`src/rtl/prog_loader.sv`:
```
// Byte-serial program loader: parses a framed stream (sync, 16-bit word count,
// big-endian data words, XOR checksum) and writes each assembled word into the
// instruction memory. The CPU is held in reset until a frame loads cleanly.
module prog_loader #(
  parameter int unsigned ADDR_W = 6,
  parameter logic [7:0]  SYNC   = 8'hA5
) (
  input  logic              i_clk,
  input  logic              i_rst_n,
  input  logic              i_reload,
  input  logic              i_byte_valid,
  input  logic [7:0]        i_byte_data,
  output logic              o_byte_ready,
  output logic              o_im_we,
  output logic [ADDR_W-1:0] o_im_addr,
  output logic [31:0]       o_im_wdata,
  output logic              o_cpu_hold,
  output logic              o_done,
  output logic              o_err,
  output logic [ADDR_W:0]   o_words_loaded
);

  localparam logic [2:0] S_IDLE   = 3'd0;
  localparam logic [2:0] S_LEN_HI = 3'd1;
  localparam logic [2:0] S_LEN_LO = 3'd2;
  localparam logic [2:0] S_DATA   = 3'd3;
  localparam logic [2:0] S_WRITE  = 3'd4;
  localparam logic [2:0] S_CSUM   = 3'd5;
  localparam logic [2:0] S_DONE   = 3'd6;
  localparam logic [2:0] S_ERR    = 3'd7;

  // Largest legal word count: one full pass over memory, so no address repeats.
  localparam logic [16:0] MAX_LEN = 17'(64'd1 << ADDR_W);

  logic [2:0]        r_state;
  logic [15:0]       r_count;
  logic [1:0]        r_idx;
  logic [7:0]        r_xor;
  logic [31:0]       r_shift;
  logic              r_im_we;
  logic [ADDR_W-1:0] r_im_addr;
  logic [ADDR_W:0]   r_words;
  logic              r_cpu_hold;
  logic              r_done;
  logic              r_err;

  logic              w_accept;
  logic [16:0]       w_len_ext;

  // Ready is a pure decode of state so it never depends on byte_valid.
  always_comb begin
    o_byte_ready = 1'b0;
    case (r_state)
      S_IDLE, S_LEN_HI, S_LEN_LO, S_DATA, S_CSUM: o_byte_ready = 1'b1;
      default:                                    o_byte_ready = 1'b0;
    endcase
  end

  assign w_accept  = i_byte_valid && o_byte_ready && !i_reload;
  assign w_len_ext = {1'b0, r_count[15:8], i_byte_data};

  // Frame parser, word assembly and memory write sequencing.
  always_ff @(posedge i_clk or negedge i_rst_n) begin
    if (!i_rst_n) begin
      r_state    <= S_IDLE;
      r_count    <= 16'd0;
      r_idx      <= 2'd0;
      r_xor      <= 8'd0;
      r_shift    <= 32'd0;
      r_im_we    <= 1'b0;
      r_im_addr  <= '0;
      r_words    <= '0;
      r_cpu_hold <= 1'b1;
      r_done     <= 1'b0;
      r_err      <= 1'b0;
    end else if (i_reload) begin
      // A write already on the bus still lands this edge; it is simply not counted.
      r_state    <= S_IDLE;
      r_idx      <= 2'd0;
      r_im_we    <= 1'b0;
      r_im_addr  <= '0;
      r_words    <= '0;
      r_cpu_hold <= 1'b1;
      r_done     <= 1'b0;
      r_err      <= 1'b0;
    end else begin
      r_im_we <= 1'b0;
      case (r_state)
        S_IDLE: begin
          if (w_accept && (i_byte_data == SYNC)) begin
            r_state   <= S_LEN_HI;
            r_xor     <= 8'd0;
            r_idx     <= 2'd0;
            r_words   <= '0;
            r_im_addr <= '0;
          end
        end
        S_LEN_HI: begin
          if (w_accept) begin
            r_count[15:8] <= i_byte_data;
            r_xor         <= r_xor ^ i_byte_data;
            r_state       <= S_LEN_LO;
          end
        end
        S_LEN_LO: begin
          if (w_accept) begin
            r_count[7:0] <= i_byte_data;
            r_xor        <= r_xor ^ i_byte_data;
            if (w_len_ext > MAX_LEN) begin
              r_state <= S_ERR;
              r_err   <= 1'b1;
            end else if (w_len_ext == 17'd0) begin
              r_state <= S_CSUM;
            end else begin
              r_state <= S_DATA;
            end
          end
        end
        S_DATA: begin
          if (w_accept) begin
            r_shift <= {r_shift[23:0], i_byte_data};
            r_xor   <= r_xor ^ i_byte_data;
            r_idx   <= r_idx + 2'd1;
            if (r_idx == 2'd3) begin
              r_state <= S_WRITE;
              r_im_we <= 1'b1;
            end
          end
        end
        S_WRITE: begin
          r_im_addr <= r_im_addr + ADDR_W'(1);
          r_words   <= r_words + (ADDR_W+1)'(1);
          r_count   <= r_count - 16'd1;
          r_state   <= (r_count == 16'd1) ? S_CSUM : S_DATA;
        end
        S_CSUM: begin
          if (w_accept) begin
            if (i_byte_data == r_xor) begin
              r_state    <= S_DONE;
              r_done     <= 1'b1;
              r_cpu_hold <= 1'b0;
            end else begin
              r_state <= S_ERR;
              r_err   <= 1'b1;
            end
          end
        end
        default: ;  // DONE and ERR are sticky until reload or reset
      endcase
    end
  end

  assign o_im_we        = r_im_we;
  assign o_im_addr      = r_im_addr;
  assign o_im_wdata     = r_shift;
  assign o_cpu_hold     = r_cpu_hold;
  assign o_done         = r_done;
  assign o_err          = r_err;
  assign o_words_loaded = r_words;

endmodule

```
`config.mk`:
```
export PLATFORM = sky130hd
export DESIGN_NAME = prog_loader
export DESIGN_NICKNAME = d
export VERILOG_FILES = /design/src/rtl/prog_loader.sv
export SDC_FILE = /design/constraint.sdc
export NUM_CORES = 1
export LEC_CHECK = 0
export CAP_MARGIN = 20
export CORE_UTILIZATION = 58
export CTS_CLUSTER_SIZE = 14
export DETAILED_ROUTE_END_ITERATION = 16
export PLACE_DENSITY = 0.84
export REMOVE_ABC_BUFFERS = 1
export SLEW_MARGIN = 30
export SYNTH_ARGS = -nofsm -noshare
export SYNTH_HDL_FRONTEND = slang
export SYNTH_SLANG_ARGS = --single-unit
```
`constraint.sdc`:
```
create_clock -name i_clk -period 4.4 [get_ports i_clk]
set_clock_uncertainty 0.15 [all_clocks]
set_input_delay 0.88 -clock i_clk [delete_from_list [all_inputs] [get_ports i_clk]]
set_output_delay 0.88 -clock i_clk [all_outputs]
set_load 0.02 [all_outputs]
```
==> run_1/pdn.png <==
Pins as bars on the die edge. Tap cells in grey.
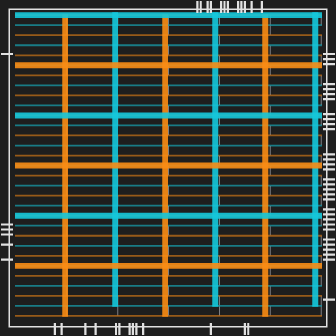
VDD: shown in cyan. VSS: shown in orange.
96 tap cells. The core has 30 rows.
Horiz. Die Dim: 85.7 microns
Die Y-Extent: 85.7 microns
Worst VDD drop: 0.000198 V
core area: 0.00679 sq mm

==> run_1/cell_classes.png <==
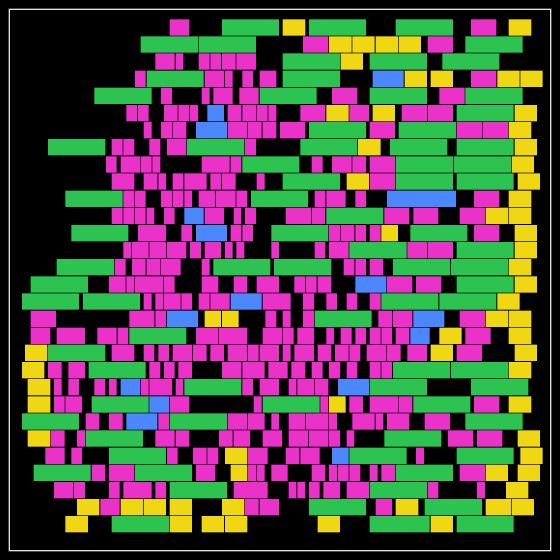
other buffers and delay cells: shown in yellow, cells 66, share of their area 13%. clock drivers and dummy loads: shown in blue, cells 16, share of their area 4.2%. flops: shown in green, cells 78, share of their area 41%. all other logic: shown in magenta, cells 290, share of their area 42%.
finished layout cell area: 0.00493 sq mm
Seq/total area: 39.6%
row count: 30
Final Util: 72.6%

==> run_1/clock_map.png <==
Scale bar: 20 microns.
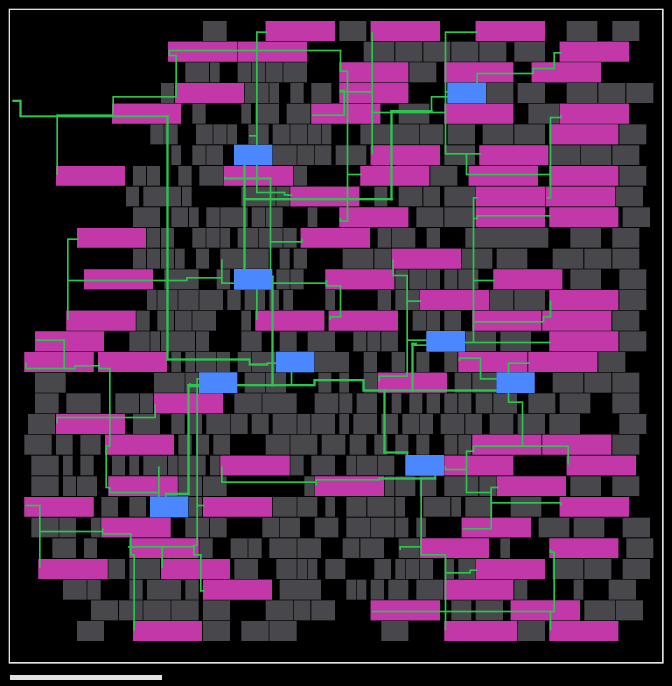
flip-flops: shown in magenta, count 78. clock wires: shown in green, length 965 microns. cells driving clock nets: shown in blue, count 9.
Position of the flops: widely spread.

==> deck_impl_summary.md, run 1 <==
Flow Results at a Glance

Final layout
  – Fillers: 500
  – Proportion of layout cells with a drive suffix above 1: 13.1%
  – Area growth syn-to-layout: 21.4%
  – FF+latch area: about 0.0020 sq mm
  – # nets final: approximately 460
  – # diodes: 0
  – Largest register FFs: 32

GRT
  – Vias in the first global route: around 3100
  – Global route hottest layer: met2
  – Met3 Use GR: ~5.3%
  – Met2 Use GR: 42.7%
  – Met1 Use GR: 33.8%

Clock tree
  – Htree depth: 3
  – Sink Count: 78
  – TritonCTS clock tree: built

Timing
  – Worst-Margin Slew: 826 ps
  – Tcrit/Tclk final: around 74%
  – Slew HR: 44.4%
  – RSZ-0062 raised after global routing: false
  – Final-report hold violation count: 0

Detailed routing
  – Post-DR vias/cell: 6.30
  – Max layer used: met4
  – Iter 0 DRT Violations: 236
  – Metal2 WL: 4580 microns
  – Routed wire length: a little over 9000 microns

Worst setup path
  – Crit path depth: 6
  – Worst setup SP type: input pin
  – Critical path class: input pin to flop
  – Cell Chain, Critical Path: clkdlybuf4s50_1, nor2_1, buf_4, nand4_1, buf_4, mux2_1
  – Worst path bufs/invs: 3
  – CP max-delay cell: clkdlybuf4s50_1
  – CP endpoint kind: flop

Place
  – GPL Wtd Cong: 0.844
  – Port bufs: 61
  – Cell Area, Placed: 0.00472 sq mm
  – DP HPWL: 6080 microns
  – Dpl ws: 772 ps

Logic synthesis
  – Synthesis Warnings: 0
  – Main area contributors: dfrtp_1 47%, mux2_2 6.6%, o21ai_0 3.3%
  – Mapped Cells: roughly 400
  – Top FF cell, synth: dfrtp_1
  – Async set-reset flop share out of synthesis: 100%
  – Seq/Total Area, Yosys: 48.0%

Power and ir drop
  – Clock Power Share: 41.3%
  – Sequential Power: 0.722 mW
  – Total Power: 1.36 mW
  – Comb. pwr: 0.0738 mW
  – Internal: 1.01 mW

Job
  – Tool warnings: 26

Outcome
  – Outcome: finished clean

Hold path
  – Worst min-delay path category: flop to flop
==> run 1: Yosys cell counts, types with 6 or more instances <==
library cell,instances
a211o_1,9
a21oi_1,16
a31oi_1,7
and3_1,9
buf_2,11
clkbuf_1,9
dfrtp_1,77
inv_1,10
mux2_1,11
mux2_2,24
nand2_1,15
nand2b_1,9
nand3_1,12
nand4_1,6
nor2_1,18
nor3_1,11
o21ai_0,27
o21ai_1,23
xor2_1,8
==> run 1: cell type report <==
| class | instances | share of cell area [%] |
|---|---|---|
| Sequential cell | 78 | 39.6 |
| Inverter | 10 | 0.761 |
| Timing Repair Buffer | 66 | 13.2 |
| Clock inverter | 7 | 1.62 |
| Multi-Input combinational cell | 280 | 39.9 |
| Tap cell | 96 | 2.43 |
| Clock buffer | 9 | 2.51 |
==> run_1/final_congestion.png <==
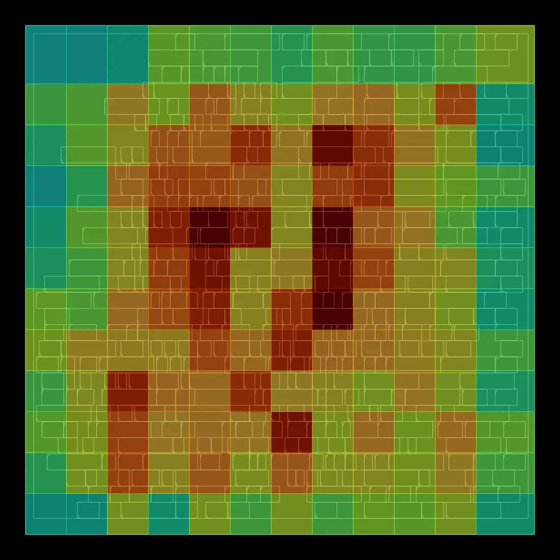

==> run 2, diff against run 1 <==
--- a/config.mk
+++ b/config.mk
@@ -6,10 +6,10 @@
 export NUM_CORES = 1
 export LEC_CHECK = 0
 export CAP_MARGIN = 20
-export CORE_UTILIZATION = 58
+export CORE_UTILIZATION = 54
 export CTS_CLUSTER_SIZE = 14
 export DETAILED_ROUTE_END_ITERATION = 16
-export PLACE_DENSITY = 0.84
+export PLACE_DENSITY = 0.79
 export REMOVE_ABC_BUFFERS = 1
 export SLEW_MARGIN = 30
 export SYNTH_ARGS = -nofsm -noshare
==> constraint.sdc (replaced) <==
create_clock -name i_clk -period 3.15 [get_ports i_clk]
set_clock_uncertainty 0.15 [all_clocks]
set_input_delay 0.63 -clock i_clk [delete_from_list [all_inputs] [get_ports i_clk]]
set_output_delay 0.63 -clock i_clk [all_outputs]
set_load 0.02 [all_outputs]
==> run_2/final_congestion.png <==
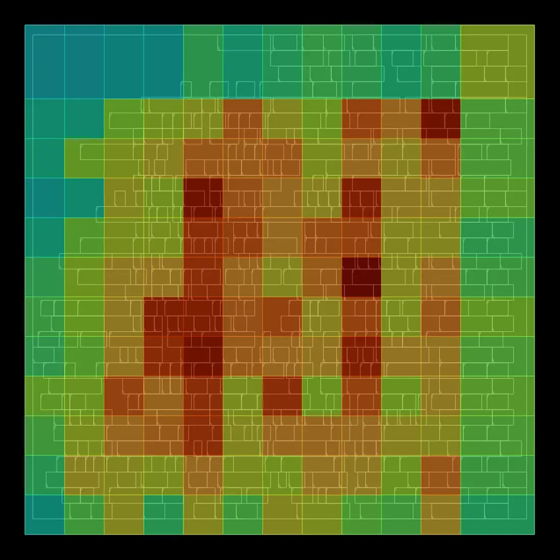
met3 Use GR: 3.92%
met1 Use GR: 33.3%
Final Util: 68.8%

==> run 2 against run 1 <==
Net effect: sequential cell count did not move; largest cell class unchanged; critical path type is now flop to output port; via count fell by 0.26%; largest power group unchanged; die size rose by 7.2%; combinational power rose by 45%; register-to-register slack got worse by 920 ps; setup slack got worse by 650 ps; highest routed layer unchanged; wire length rose by 3.4%; synthesized area did not move; cell count rose by 2.0%.
==> deck_impl_summary.md, run 2 <==
Flow Results at a Glance

Outcome
  – Outcome: finished clean (unchanged)

Detailed routing
  – Routed wire length: 9520 microns (was 9210 microns)
  – Post-DR vias/cell: 6.16 (was 6.30)
  – Iter 0 DRT Violations: 246 (was 236)
  – Max layer used: met4 (unchanged)
  – TritonRoute pass-1 iters: 5 (unchanged)
  – Metal2 WL: 4890 microns (was 4580 microns)

Hold path
  – Worst min-delay path category: input pin to async pin (was flop to flop)

Timing
  – Slew HR: 51.0% (was 44.4%)
  – RSZ-0062 raised after global routing: false (unchanged)
  – Final-report hold violation count: 0 (unchanged)
  – Worst-Margin Slew: 725 ps (was 826 ps)
  – Tcrit/Tclk final: 84.3%

Place
  – DP HPWL: 6440 microns (was 6080 microns)
  – GPL Wtd Cong: 0.838 (was 0.844)
  – Cell Area, Placed: 0.00479 sq mm (was 0.00472 sq mm)

Logic synthesis
  – Main area contributors: dfrtp_1 47%, mux2_2 6.6%, o21ai_0 3.3% (unchanged)
  – Seq/Total Area, Yosys: 48.0% (unchanged)
  – Mapped Cells: 391 (unchanged)
  – Synth top cells by count: 77 x dfrtp_1, 27 x o21ai_0, 24 x mux2_2, 23 x o21ai_1, 18 x nor2_1 (unchanged)
  – Top FF cell, synth: dfrtp_1 (unchanged)
  – Most frequent cell after synthesis: dfrtp_1 (unchanged)
  – Async set-reset flop share out of synthesis: 100% (unchanged)

GRT
  – Global route hottest layer: met2 (unchanged)
  – Vias in the first global route: 3259 (was 3147)
  – Antenna violations before repair: 0 (unchanged)
  – First-pass GRT wire length: 15700 microns (was 15200 microns)
  – Met2 Use GR: 44.7% (was 42.7%)

Power and ir drop
  – Total Power: 1.87 mW (was 1.36 mW)
  – Clock Power Share: 40.4% (was 41.3%)
  – Worst VDD drop: 0.000197 V (was 0.000198 V)
  – Sequential Power: 1.01 mW (was 0.722 mW)
  – Internal: 1.41 mW (was 1.01 mW)

Job
  – Tool warnings: 26 (unchanged)

Final layout
  – Fillers: 548 (was 500)
  – # diodes: 0 (unchanged)
  – FF+latch area: 0.00195 sq mm (unchanged)
  – Area growth syn-to-layout: 22.7% (was 21.4%)
  – Flops: 78 (unchanged)
  – Top class by area: combinational gates (unchanged)
  – Seq/total area: 39.2% (was 39.6%)
  – Inverters: 10 (unchanged)
  – # nets final: 470 (was 462)
  – Comb/total area: 39.4% (was 39.9%)
  – Finished layout cell area: 0.00499 sq mm (was 0.00493 sq mm)
  – Non-clock buffers, area share: 14.2% (was 13.2%)
  – Buffers excl. clock: 74 (was 66)
  – ClkCell Share: 3.96% (was 4.13%)

Floorplan
  – Core area: 0.00725 sq mm (was 0.00679 sq mm)
  – Die Y-Extent: 88.8 microns (was 85.7 microns)
  – Well Taps: 99 (was 96)
  – Row count: 31 (was 30)
  – Horiz. Die Dim: 88.8 microns (was 85.7 microns)

Worst setup path
  – Worst setup SP type: flop (was input pin)
  – R2r startpoint: r_state[1] (was r_state[2])
  – CP endpoint kind: output port (was flop)
  – Worst path bufs/invs: 1 (was 3)
  – Critical path class: flop to output port (was input pin to flop)
  – CP max-delay cell: clkdlybuf4s50_1 (unchanged)

Clock tree
  – Htree depth: 3 (unchanged)
  – TritonCTS clock tree: built (unchanged)
  – Sink Count: 78 (unchanged)
-- run 2: how the worst max path moves through the flow --
stage / startpoint / slack [ps] / depth (start not counted) / to
2_1_floorplan: i_reload / 200 / 3 / o_im_wdata[10]
3_3_place_gp: i_byte_data[1] / 440 / 5 / o_words_loaded[4]
3_5_place_dp: i_byte_data[1] / 340 / 5 / o_words_loaded[6]
4_1_cts: r_state[1] / 480 / 2 / o_byte_ready
5_1_grt: r_state[1] / 380 / 2 / o_byte_ready
6_report: r_state[1] / 490 / 2 / o_byte_ready
-- run 2: cell families after synthesis --
group                      Yosys count  share of synthesized area, %
DFF                                 78                          48.0
buffers and inverters               33                          3.60
adders and majority gates            5                          1.54
xor gates and xnor gates             9                          1.94
AOI/OAI and AO/OA                  118                          18.6
and+or+nand+nor                    109                          15.6
muxes                               39                          10.7
No activity file was given, so power comes from the tool's default toggle rates.
